File: src/rtl/set_mode_controller.sv
`default_nettype none
// ============================================================================
// Module   : set_mode_controller
// Purpose  : Turns debounced MODE/INC/ALARM levels into arbitrated commands,
//            walks the set-mode FSM and emits one-tick inc/load strobes.
// Options  : SET_TIMEOUT_EN - enables the idle counter and auto-return to RUN.
// Revision : 1.0 - initial release
// ============================================================================
module set_mode_controller #(
  parameter int TIMEOUT_CYCLES = 20
) (
  input  logic       half_second,
  input  logic       reset,
  input  logic       mode_btn,
  input  logic       inc_btn,
  input  logic       alarm_btn,
  output logic [2:0] mode,
  output logic       setting,
  output logic       hr_inc,
  output logic       min_inc,
  output logic       al_hr_inc,
  output logic       al_min_inc,
  output logic       time_load,
  output logic       alarm_load,
  output logic       alarm_en
);

  typedef enum logic [2:0] {
    ST_RUN        = 3'd0,
    ST_SET_HR     = 3'd1,
    ST_SET_MIN    = 3'd2,
    ST_SET_AL_HR  = 3'd3,
    ST_SET_AL_MIN = 3'd4
  } state_t;

  state_t     r_state;
  state_t     w_next_state;

  logic       r_mode_prev;
  logic       r_inc_prev;
  logic       r_alarm_prev;

  logic       r_setting;
  logic [3:0] r_inc;          // {hr, min, al_hr, al_min}
  logic       r_time_load;
  logic       r_alarm_load;
  logic       r_alarm_en;

  logic [3:0] w_inc_nxt;
  logic       w_time_load_nxt;
  logic       w_alarm_load_nxt;
  logic       w_alarm_en_nxt;

  logic       w_mode_edge;
  logic       w_inc_raw;
  logic       w_inc_edge;
  logic       w_alarm_edge;
  logic       w_timeout;

  // MODE > INC > ALARM; losers on the same tick are dropped, not queued.
  assign w_mode_edge  = mode_btn & ~r_mode_prev;
  assign w_inc_raw    = inc_btn & ~r_inc_prev;
  assign w_inc_edge   = w_inc_raw & ~w_mode_edge;
  assign w_alarm_edge = alarm_btn & ~r_alarm_prev & ~w_mode_edge & ~w_inc_raw;

`ifdef SET_TIMEOUT_EN
  localparam int c_idle_w = $clog2(TIMEOUT_CYCLES);

  logic [c_idle_w-1:0] r_idle;

  assign w_timeout = (r_idle == c_idle_w'(TIMEOUT_CYCLES - 1));

  always_ff @(posedge half_second or posedge reset) begin
    if (reset) begin
      r_idle <= '0;
    end else if ((w_next_state == ST_RUN) || (w_next_state != r_state) || w_inc_edge) begin
      r_idle <= '0;
    end else begin
      r_idle <= r_idle + c_idle_w'(1);
    end
  end
`else
  logic w_unused_cfg;

  assign w_timeout    = 1'b0;
  assign w_unused_cfg = (TIMEOUT_CYCLES < 2);
`endif

  always_ff @(posedge half_second or posedge reset) begin
    if (reset) begin
      r_state      <= ST_RUN;
      r_mode_prev  <= 1'b0;
      r_inc_prev   <= 1'b0;
      r_alarm_prev <= 1'b0;
      r_setting    <= 1'b0;
      r_inc        <= 4'b0000;
      r_time_load  <= 1'b0;
      r_alarm_load <= 1'b0;
      r_alarm_en   <= 1'b0;
    end else begin
      r_state      <= w_next_state;
      r_mode_prev  <= mode_btn;
      r_inc_prev   <= inc_btn;
      r_alarm_prev <= alarm_btn;
      r_setting    <= (w_next_state != ST_RUN);
      r_inc        <= w_inc_nxt;
      r_time_load  <= w_time_load_nxt;
      r_alarm_load <= w_alarm_load_nxt;
      r_alarm_en   <= w_alarm_en_nxt;
    end
  end

  always_comb begin
    w_next_state     = r_state;
    w_inc_nxt        = 4'b0000;
    w_time_load_nxt  = 1'b0;
    w_alarm_load_nxt = 1'b0;
    w_alarm_en_nxt   = r_alarm_en;

    case (r_state)
      ST_RUN: begin
        if (w_mode_edge) begin
          w_next_state = ST_SET_HR;
        end else if (w_alarm_edge) begin
          w_alarm_en_nxt = ~r_alarm_en;
        end
      end

      ST_SET_HR: begin
        if (w_mode_edge) begin
          w_next_state = ST_SET_MIN;
        end else if (w_inc_edge) begin
          w_inc_nxt = 4'b1000;
        end else if (w_timeout) begin
          w_next_state    = ST_RUN;
          w_time_load_nxt = 1'b1;
        end
      end

      ST_SET_MIN: begin
        if (w_mode_edge) begin
          w_next_state    = ST_SET_AL_HR;
          w_time_load_nxt = 1'b1;
        end else if (w_inc_edge) begin
          w_inc_nxt = 4'b0100;
        end else if (w_timeout) begin
          w_next_state    = ST_RUN;
          w_time_load_nxt = 1'b1;
        end
      end

      ST_SET_AL_HR: begin
        if (w_mode_edge) begin
          w_next_state = ST_SET_AL_MIN;
        end else if (w_inc_edge) begin
          w_inc_nxt = 4'b0010;
        end else if (w_timeout) begin
          w_next_state     = ST_RUN;
          w_alarm_load_nxt = 1'b1;
        end
      end

      ST_SET_AL_MIN: begin
        if (w_mode_edge || (!w_inc_edge && w_timeout)) begin
          w_next_state     = ST_RUN;
          w_alarm_load_nxt = 1'b1;
        end else if (w_inc_edge) begin
          w_inc_nxt = 4'b0001;
        end
      end

      // Unreachable encodings recover silently.
      default: begin
        w_next_state = ST_RUN;
      end
    endcase
  end

  assign mode       = r_state;
  assign setting    = r_setting;
  assign hr_inc     = r_inc[3];
  assign min_inc    = r_inc[2];
  assign al_hr_inc  = r_inc[1];
  assign al_min_inc = r_inc[0];
  assign time_load  = r_time_load;
  assign alarm_load = r_alarm_load;
  assign alarm_en   = r_alarm_en;

endmodule
`default_nettype wire

File: config.mk
export PLATFORM = sky130hd
export DESIGN_NAME = set_mode_controller
export DESIGN_NICKNAME = d
export VERILOG_FILES = /design/src/rtl/set_mode_controller.sv
export SDC_FILE = /design/constraint.sdc
export NUM_CORES = 1
export LEC_CHECK = 0
export ABC_AREA = 1
export CAP_MARGIN = 15
export CORE_MARGIN = 1
export CORE_UTILIZATION = 35
export DETAILED_ROUTE_END_ITERATION = 7
export SYNTH_ARGS = -nofsm -noshare
export SYNTH_HDL_FRONTEND = slang
export SYNTH_SLANG_ARGS = --single-unit
File: constraint.sdc
create_clock -name half_second -period 0.94 [get_ports half_second]
set_input_delay 0.188 -clock half_second [delete_from_list [all_inputs] [get_ports half_second]]
set_output_delay 0.188 -clock half_second [all_outputs]
set_load 0.02 [all_outputs]
### Routed metal per tile, run 1

Drawn at 6 px/µm. 8 x 8 tiles, from dark purple (low) to yellow (high), scaled to the fullest tile. Values are wire area over tile area, all layers added.
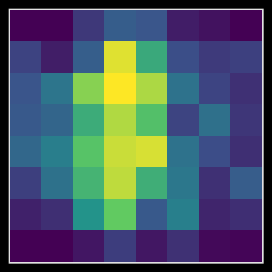
densest ninth of the die = center
fullest tile = 0.41
nearly empty tiles = 9.4%
tiles over half the peak = 25%
mean over tiles = 0.14

### Cell outlines without signal wires, run 1

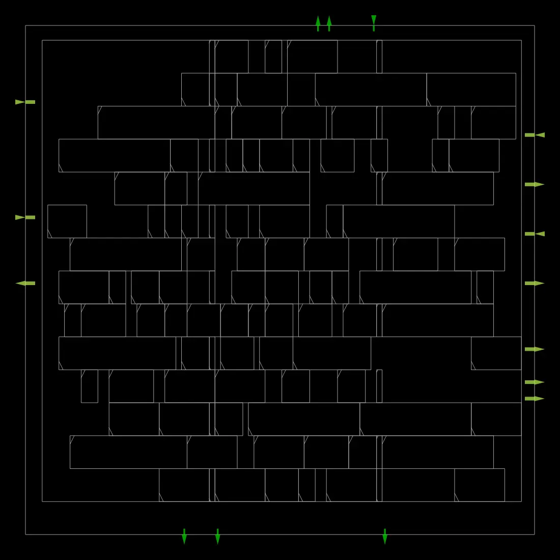
post-layout util: 66.4%
Fillers: 127

### Routed metal, one color a layer, run 1

Drawn at 10 px/µm. Two of the layers only.
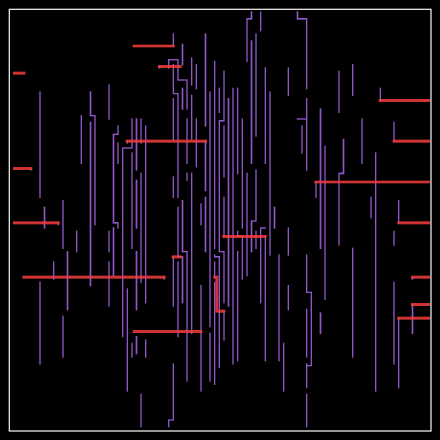
red -> M3  # wire length 79.3 µm
purple -> M2  # wire length 820 µm
GR Util All Layers: 20.5%
Vias: 531
wire per inst: 13.8 µm
WL final: 1530 µm

==> summary.txt, run 1 <==
run results: status finished with violations, violated checks negative setup slack, max-slew violation count 0, Worst Hold Class input pin to asynchronous set/reset pin, kind of critical path flip-flop to flip-flop, unrepaired setup endpoints after global routing yes, CTS tree yes, Gate power share 57.7%, internal power 1710 µW, largest area contributor in the netlist dfrtp_1, vias in the first global route 558, I/O Buffers 15, Post-synth ARST share 100%, switching share of power 38.7%, Cells after Synth 61, XOR Share, Synth 0%, register share after synthesis 62.5%, Final Skew 4.78 ps, fin worst setup slack -98.9 ps, Buf+Inv Stages, Crit Path 2, critical path launch point type flip-flop, final setup fails 18, GR peak layer met2, max incr delay on CP 420 ps, fin crit share 111%, Tool Warnings 29, met1 Track Usage GR 20.4%, initial DRC count 6, total CTS buffers 3, crit-path cells buf_6, inv_6, nand2_2, nor2_2, nand3_1, nand2_1, nand2_1, Clock Path Buffers 2, Switching Power 1080 µW, Sink Count 14, core area 1510 µm², Post-synth EDFFs 0, synthesized area per cell 9.19 µm², Slew @ Worst Pin 236 ps, initial antenna violation count 0, f_max 963 MHz, dpl hpwl 883 µm, power density cells 2780 nW/µm²
## run 1: timing repair
action / CTS / global route
setup buffers: 6 / 1
endpoints found under the setup margin: 19 / 21
pin swaps: 11 / 9
resized: 84 / 14
cloned: 0 / 0
hold buffers: 0 / 0
## run 1: state kept, by name, summed over array words and instances, names as in the netlist
signal        cells
r_alarm_prev      1
r_inc_prev        1
alarm_en          1
r_inc             4
setting           1
alarm_load        1
time_load         1
mode              3
r_mode_prev       1
## run 1: power by group through the flow
stage	combinational, µW	sequential [µW]	clock (µW)
floorplan	304	981	0
global route	1700	828	408
detailed placement	1010	791	0
CTS	1400	803	381
finish	1610	812	367
global placement	1000	785	0
## run 1: worst min-delay path, stage by stage
cell	delay, ps
clkdlybuf4s50_1	400
inv_1	90
buf_12	150
## run 1: final cells by class
| cell class | instances | area, µm² |
|---|---|---|
| multi-input cells | 35 | 230 |
| flip-flops and latches | 14 | 354 |
| inverters | 12 | 60.1 |
| clock buffers | 4 | 26.3 |
| well taps | 16 | 20.0 |
| fillers | 127 | 505 |
| repair buffers | 30 | 310 |
## run 1: final timing paths
kind	start	end	slack [ps]	cells past startpoint
setup reg to reg	mode[0]	alarm_en	-100	7
max in group asynchronous	reset	mode[2]	620	3
min in group half_second	mode_btn	r_mode_prev	280	1
hold / removal	reset	mode[0]	200	3
hold reg to reg	r_mode_prev	alarm_load	630	3
setup / recovery	mode[0]	alarm_en	-100	7
## run 1: metal layers
| layer | up-vias | wire length, µm |
|---|---|---|
| met3 | 6 | 79 |
| met4 | 0 | 68 |
| li1 | 256 | - |
| met5 | - | 0 |
| met2 | 20 | 819 |
| met1 | 249 | 564 |
## run 1: per-stage QoR
step	util [%]	TNS (ps)	setup slack, ps
finish	66.4	-1100	-98.9
floorplan	-	-15.9	-15.9
global route	66.4	-1880	-142
detailed placement	54.1	-4920	-362
CTS	63.4	-1220	-119
global placement	54.1	-4440	-312
## run 1: cell families (layout without fill, tap and decap cells)
kind of cell,count (synthesis),in the layout
buffers and inverters,12,46
flip-flops,14,14
AND/OR/NAND/NOR,35,35
## run 1: layout by cell type (no fill, tap or decap), types with 2 or more instances in the layout
cell,n
inv_2,2
buf_4,8
inv_1,7
dfrtp_2,3
nand3_1,5
nor2_1,5
dfrtp_1,11
buf_6,17
clkbuf_4,3
clkdlybuf4s50_1,3
nand2_2,4
nor2_2,8
nand3_2,5
nand2_1,4
### Selected gate families, run 1

Drawn at 10 px/µm.
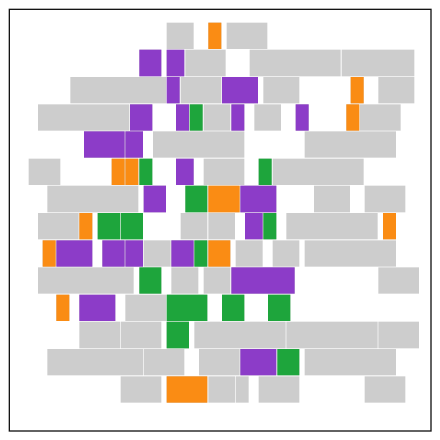

## Run 2: what changed since run 1
Settings changed: CORE_UTILIZATION 35 to 39, PLACE_DENSITY set to 0.7.
### Selected gate families, run 2

Drawn at 10 px/µm.
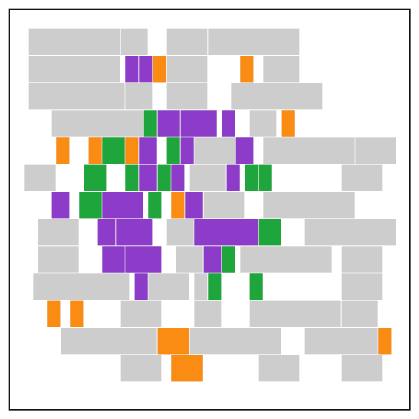
orange -> inv cells  # cells 12, most used inv_1
purple -> nand cells  # cells 21
green -> nor cells  # cells 14, most used nor2_1
dominant logic cell type in the layout: buf_6
Layout Cells excl Fill: 104
logic share of the area: 21.4%

==> summary.txt, run 2 <==
run results: status finished with violations (unchanged), violated checks negative setup slack (unchanged), I/O Buffers 15 (unchanged), syn nets 66 (unchanged), Tool Warnings 29 (unchanged), CTS tree yes (unchanged), fraction of layout cells with a size suffix above 1 44.9% (was 60.0%), fin crit share 112% (was 111%), largest area contributor in the netlist dfrtp_1 (unchanged), CTS H-tree lvls 1 (unchanged), Clock Path Buffers 2 (unchanged), max FFs per register 4 (unchanged), vias in the first global route 452 (was 558), Antenna Nets Post-Route 0 (unchanged), Slew @ Worst Pin 240 ps (was 236 ps), fp util 42.5% (was 37.2%), Post-layout nets 95 (was 101), Cells after Synth 61 (unchanged), Yosys Chip Area 561 µm² (unchanged), clk slew on worst S/H paths 80 ps (about the same), GR Util All Layers 18.2% (was 20.5%), core area 1320 µm² (was 1510 µm²), WL final 1100 µm (was 1530 µm), final hold violation count 0 (unchanged), wire per inst 10.6 µm (was 13.8 µm), unrepaired setup endpoints after global routing yes (unchanged), root buffer cell clkbuf_4 (unchanged), Final Skew 6.89 ps (was 4.78 ps), io pins 16 (unchanged), Vias 479 (was 531), max incr delay on CP 420 ps (about the same), MI comb area 195 µm² (was 230 µm²), synthesized area per cell 9.19 µm² (unchanged), Rows 13 (was 14), fin worst setup slack -113 ps (was -98.9 ps), initial DRC count 2 (was 6), Post-synth EDFFs 0 (unchanged), critical path arrival 1220 ps (about the same), initial antenna violation count 0 (unchanged), register share after synthesis 62.5% (unchanged), total CTS buffers 3 (unchanged), FF+latch area 354 µm² (unchanged), Top Layout Cells buf_6 (16), dfrtp_1 (11), nor2_1 (10) (was buf_6 (17), dfrtp_1 (11), nor2_2 (8), buf_4 (8), inv_1 (7)), Worst Hold Class input pin to asynchronous set/reset pin (unchanged), post-layout util 69.1% (was 66.4%), yosys cell count 61 (unchanged), dpl hpwl 813 µm (was 883 µm), first-pass GRT wire length 1790 µm (was 2480 µm), final setup fails 15 (was 18), max-slew violation count 0 (unchanged), chip area 1590 µm² (was 1770 µm²), Most flops, register r_inc (unchanged), kind of critical path flip-flop to flip-flop (unchanged), drt first pass iters 4 (unchanged), crit-path cells buf_6, inv_6, nand2_2, nor2_1, nand3_1, nand2_1, nand2_1 (was buf_6, inv_6, nand2_2, nor2_2, nand3_1, nand2_1, nand2_1), Sink Count 14 (unchanged), Post-synth ARST share 100% (unchanged), critical path launch point type flip-flop (unchanged), dpl cells 100 (was 101), area grow syn2layout 62.5% (was 78.6%), top cells, area dfrtp_1 (63%), nand3_1 (8.9%), nor2_1 (8.0%), inv_1 (6.7%), nand2_1 (5.4%) (unchanged), hold_buf cts 0 (unchanged), power density cells 2620 nW/µm² (was 2780 nW/µm²), Vias per Instance 4.61 (was 4.78), largest net degree at the start of global routing 15 (unchanged), Fillers 101 (was 127), total gr overflow 0 (unchanged), f_max 950 MHz (was 963 MHz)
## run 2: cell counts after synthesis
Identical to the previous run, type by type.
## run 2: worst paths after layout
| kind | startpoint | end | slack [ps] | cells after the start |
|---|---|---|---|---|
| worst max-delay path | mode[0] | alarm_en | -110 | 7 |
| worst min-delay path | reset | r_inc[2] | 210 | 3 |
| worst max register to register | mode[0] | alarm_en | -110 | 7 |
| worst min register to register | r_inc_prev | r_inc[1] | 590 | 3 |
| max in group asynchronous | reset | mode[2] | 600 | 3 |
| min in group half_second | mode_btn | r_mode_prev | 290 | 1 |
## run 2: worst max-delay path, delay by kind of cell, from the launching register on
kind                   cells  cell delay, ps
flip-flops                 1             420
AND/OR/NAND/NOR            5             320
buffers and inverters      2             200
## run 2: final cells by class
type	count	share of cell area, %
clock buffer	4	2.88
timing repair buffer	24	28.7
tap	15	2.06
multi-input combinational	35	21.4
sequential	14	38.9
inverter	12	6.04
## run 2: metal layers
layer	wire, µm	global-route usage (%)	vias up
li1	-	-	241
met1	477	20.3	222
met2	543	28.2	12
met3	48	6.82	4
met4	29	12.9	0
met5	0	0	-
## run 2: timing repair
action	in CTS	in global routing
buffers inserted	0	0
endpoints found under the setup margin	19	21
pin swaps	4	4
resized	74	9
## run 2: power by group
part / switching [µW] / leakage (µW) / total (µW) / internal, µW
sequential: 80.5 / 0.000174 / 811 / 730
combinational: 626 / 0.000284 / 1230 / 603
clock: 181 / 0.0000150 / 345 / 165
## run 2: metrics by stage
step	hold WS, ps	worst slack, ps	total power (µW)	instance area, µm²	TNS [ps]
final	211	-113	2390	911	-778
after global routing	239	-193	2540	911	-1610
after CTS	210	-98.1	2270	878	-838
after detailed placement	508	-372	1800	813	-4840
after global placement	511	-318	1790	813	-4510
after floorplan	77.0	-15.9	1280	564	-15.9
## run 2: cells by family (layout without fill, tap and decap cells)
logic type / count (synthesis) / after routing / synth area share, %
and+or+nand+nor: 35 / 35 / 29.5
DFF: 14 / 14 / 62.5
buffers and inverters: 12 / 40 / 8.04
### Routed metal per tile, run 2

Drawn at 6 px/µm. 8 x 8 tiles, from dark purple (low) to yellow (high), scaled to the fullest tile. Values are wire area over tile area, all layers added.
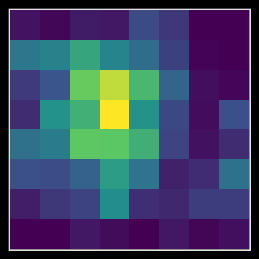

## Run 3: what changed since run 2
Settings changed: CORE_UTILIZATION 39 to 43, PLACE_DENSITY 0.7 to 0.73.
Clock period 0.94 ns to 1.2 ns, I/O delays scaled along.
### Routed metal per tile, run 3

Drawn at 8 px/µm. 8 x 8 tiles, from dark purple (low) to yellow (high), scaled to the fullest tile. Values are wire area over tile area, all layers added.
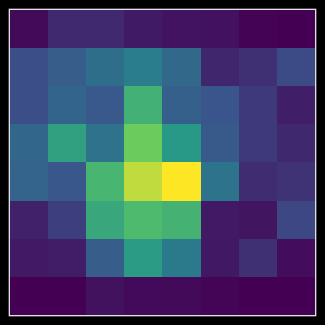
tiles over half the peak = 17%
densest ninth of the die = center
nearly empty tiles = 11%

==> summary.txt, run 3 <==
run results: Worst Hold Class input pin to asynchronous set/reset pin (unchanged), max-slew violation count 0 (unchanged), critical path launch point type flip-flop (unchanged), wire per inst 11.9 µm (was 10.6 µm), Final Skew 5.78 ps (was 6.89 ps), fp util 48.5% (was 42.5%), status finished clean (was finished with violations), root buffer cell clkbuf_4 (unchanged), largest area contributor in the netlist dfrtp_1 (unchanged), initial DRC count 6 (was 2), Most flops, register r_inc (unchanged), routability cong. 0.880 (was 0.863), Post-synth EDFFs 0 (unchanged), ys flops 14 (unchanged), CTS H-tree lvls 1 (unchanged), critical path arrival 920 ps (was 1220 ps), Fillers 89 (was 101), syn nets 66 (unchanged), top cells, area dfrtp_1 (63%), nand3_1 (8.9%), nor2_1 (8.0%), inv_1 (6.7%), nand2_1 (5.4%) (unchanged), unrepaired setup endpoints after global routing no (was yes), CP Max Fanout 2 (was 5), Setup TNS Final 0 ps (was -778 ps), vias in the first global route 473 (was 452), Rows 12 (was 13), Crit. End Element primary output (was flip-flop), chip area 1450 µm² (was 1590 µm²), Tool Warnings 26 (was 29), fin crit share 97.1%, Sink Count 14 (unchanged), switching share of power 38.5% (was 37.2%), drt first pass iters 4 (unchanged), Switching Power 589 µW (was 887 µW), internal power 941 µW (was 1500 µW), I/O Buffers 15 (unchanged), dominant logic cell type in the layout dfrtp_1 (was buf_6), clk slew on worst S/H paths 80 ps (about the same), largest net degree at the start of global routing 15 (unchanged), area grow syn2layout 38.8% (was 62.5%), synthesized area per cell 9.19 µm² (unchanged), Clock Path Buffers 2 (unchanged), register share after synthesis 62.5% (unchanged), max incr delay on CP 390 ps (was 420 ps), placed inst area 773 µm² (was 813 µm²), Cells after Synth 61 (unchanged), crit-path cells clkdlybuf4s15_2 (was buf_6, inv_6, nand2_2, nor2_1, nand3_1, nand2_1, nand2_1), total CTS buffers 3 (unchanged), Slew @ Worst Pin 255 ps (was 240 ps), Post-synth ARST share 100% (unchanged), R2R setup slack 80 ps (was -110 ps), f_max 858 MHz, power density cells 1970 nW/µm² (was 2620 nW/µm²), kind of critical path flip-flop to primary output (was flip-flop to flip-flop), WP data required 960 ps (was 1110 ps), max FFs per register 4 (unchanged), Vias 498 (was 479), Yosys Chip Area 561 µm² (unchanged), GR Util All Layers 19.8% (was 18.2%), clock power share 16.8% (was 14.5%), core area 1160 µm² (was 1320 µm²), Layout Cells excl Fill 99 (was 104), clk_lat worst skew 280 ps (about the same), final instance area 778 µm² (was 911 µm²), Flop pwr share 39.7% (was 34.0%), Post-CTS Setup Inserts 0 (unchanged), hold_ws 255 ps (was 211 ps), Post-layout nets 92 (was 95), delay-heaviest family, CP flip-flops (unchanged), Vias per Instance 5.03 (was 4.61), WL final 1180 µm (was 1100 µm), yosys cell count 61 (unchanged), initial antenna violation count 0 (unchanged), dpl cells 96 (was 100), CTS tree yes (unchanged), Buf+Inv Stages, Crit Path 1 (was 2), total gr overflow 0 (unchanged), Antenna Nets Post-Route 0 (unchanged), Top Layout Cells dfrtp_1 (14), nor2_1 (12), nand3_1 (10) (was buf_6 (16), dfrtp_1 (11), nor2_1 (10)), Gate power share 43.5% (was 51.5%), dpl hpwl 911 µm (was 813 µm), io pins 16 (unchanged), first-pass GRT wire length 1870 µm (was 1790 µm), fraction of layout cells with a size suffix above 1 25.9% (was 44.9%), final hold violation count 0 (unchanged)
==> run 3: cell counts after synthesis <==
No cell type changed its count.
==> run 3: per-layer routing <==
| metal | vias to the layer above | GRT usage (%) | part of all wire (%) |
|---|---|---|---|
| li1 | 233 | - | - |
| met1 | 236 | 20.5 | 38 |
| met2 | 24 | 35.6 | 54 |
| met3 | 5 | 5.23 | 5.4 |
| met4 | 0 | 10.7 | 2.1 |
| met5 | - | 0 | 0 |
==> run 3: path summary, 6_finish.rpt <==
check / startpoint / endpoint / depth (start not counted)
hold reg to reg: alarm_en / alarm_en / 3
hold / removal: reset / r_mode_prev / 3
setup reg to reg: mode[0] / alarm_en / 7
min in group half_second: alarm_btn / r_alarm_prev / 1
max in group asynchronous: reset / mode[0] / 3
setup / recovery: alarm_en / alarm_en / 1
==> run 3: cells by family after synthesis <==
logic type    after synthesis  share of synthesized area, %
flops                      14                          62.5
buf+inv                    12                          8.04
simple gates               35                          29.5
==> run 3: cell type report <==
class / instances / area, µm² / share of cell area [%]
clock buffer: 3 / 22.5 / 2.89
timing repair buffer: 21 / 178 / 22.8
inverter: 12 / 45.0 / 5.79
sequential: 14 / 350 / 45.0
tap: 14 / 17.5 / 2.25
multi-input combinational: 35 / 165 / 21.2
==> run 3: power by group through the flow <==
stage          clock network, µW  logic, µW  registers (µW)
2_1_floorplan                  0        235             753
3_3_place_gp                   0        706             613
3_5_place_dp                   0        722             617
4_1_cts                      261        681             608
5_1_grt                      274        731             618
6_report                     256        666             607
==> run 3: stage by stage <==
stage          util [%]  worst slack, ps  total power (µW)
2_1_floorplan         -              161               988
3_3_place_gp       66.9             -110              1320
3_5_place_dp       66.9             -160              1340
4_1_cts            68.4            0.444              1550
5_1_grt            67.3             7.82              1620
6_report           67.3             35.1              1530
==> run 3: repair_timing <==
action / in CTS / in global routing
setup endpoints to repair: 11 / 10
gates resized: 18 / 11
hold buffers: 0 / 0
Power and IR drop assume default switching activity.
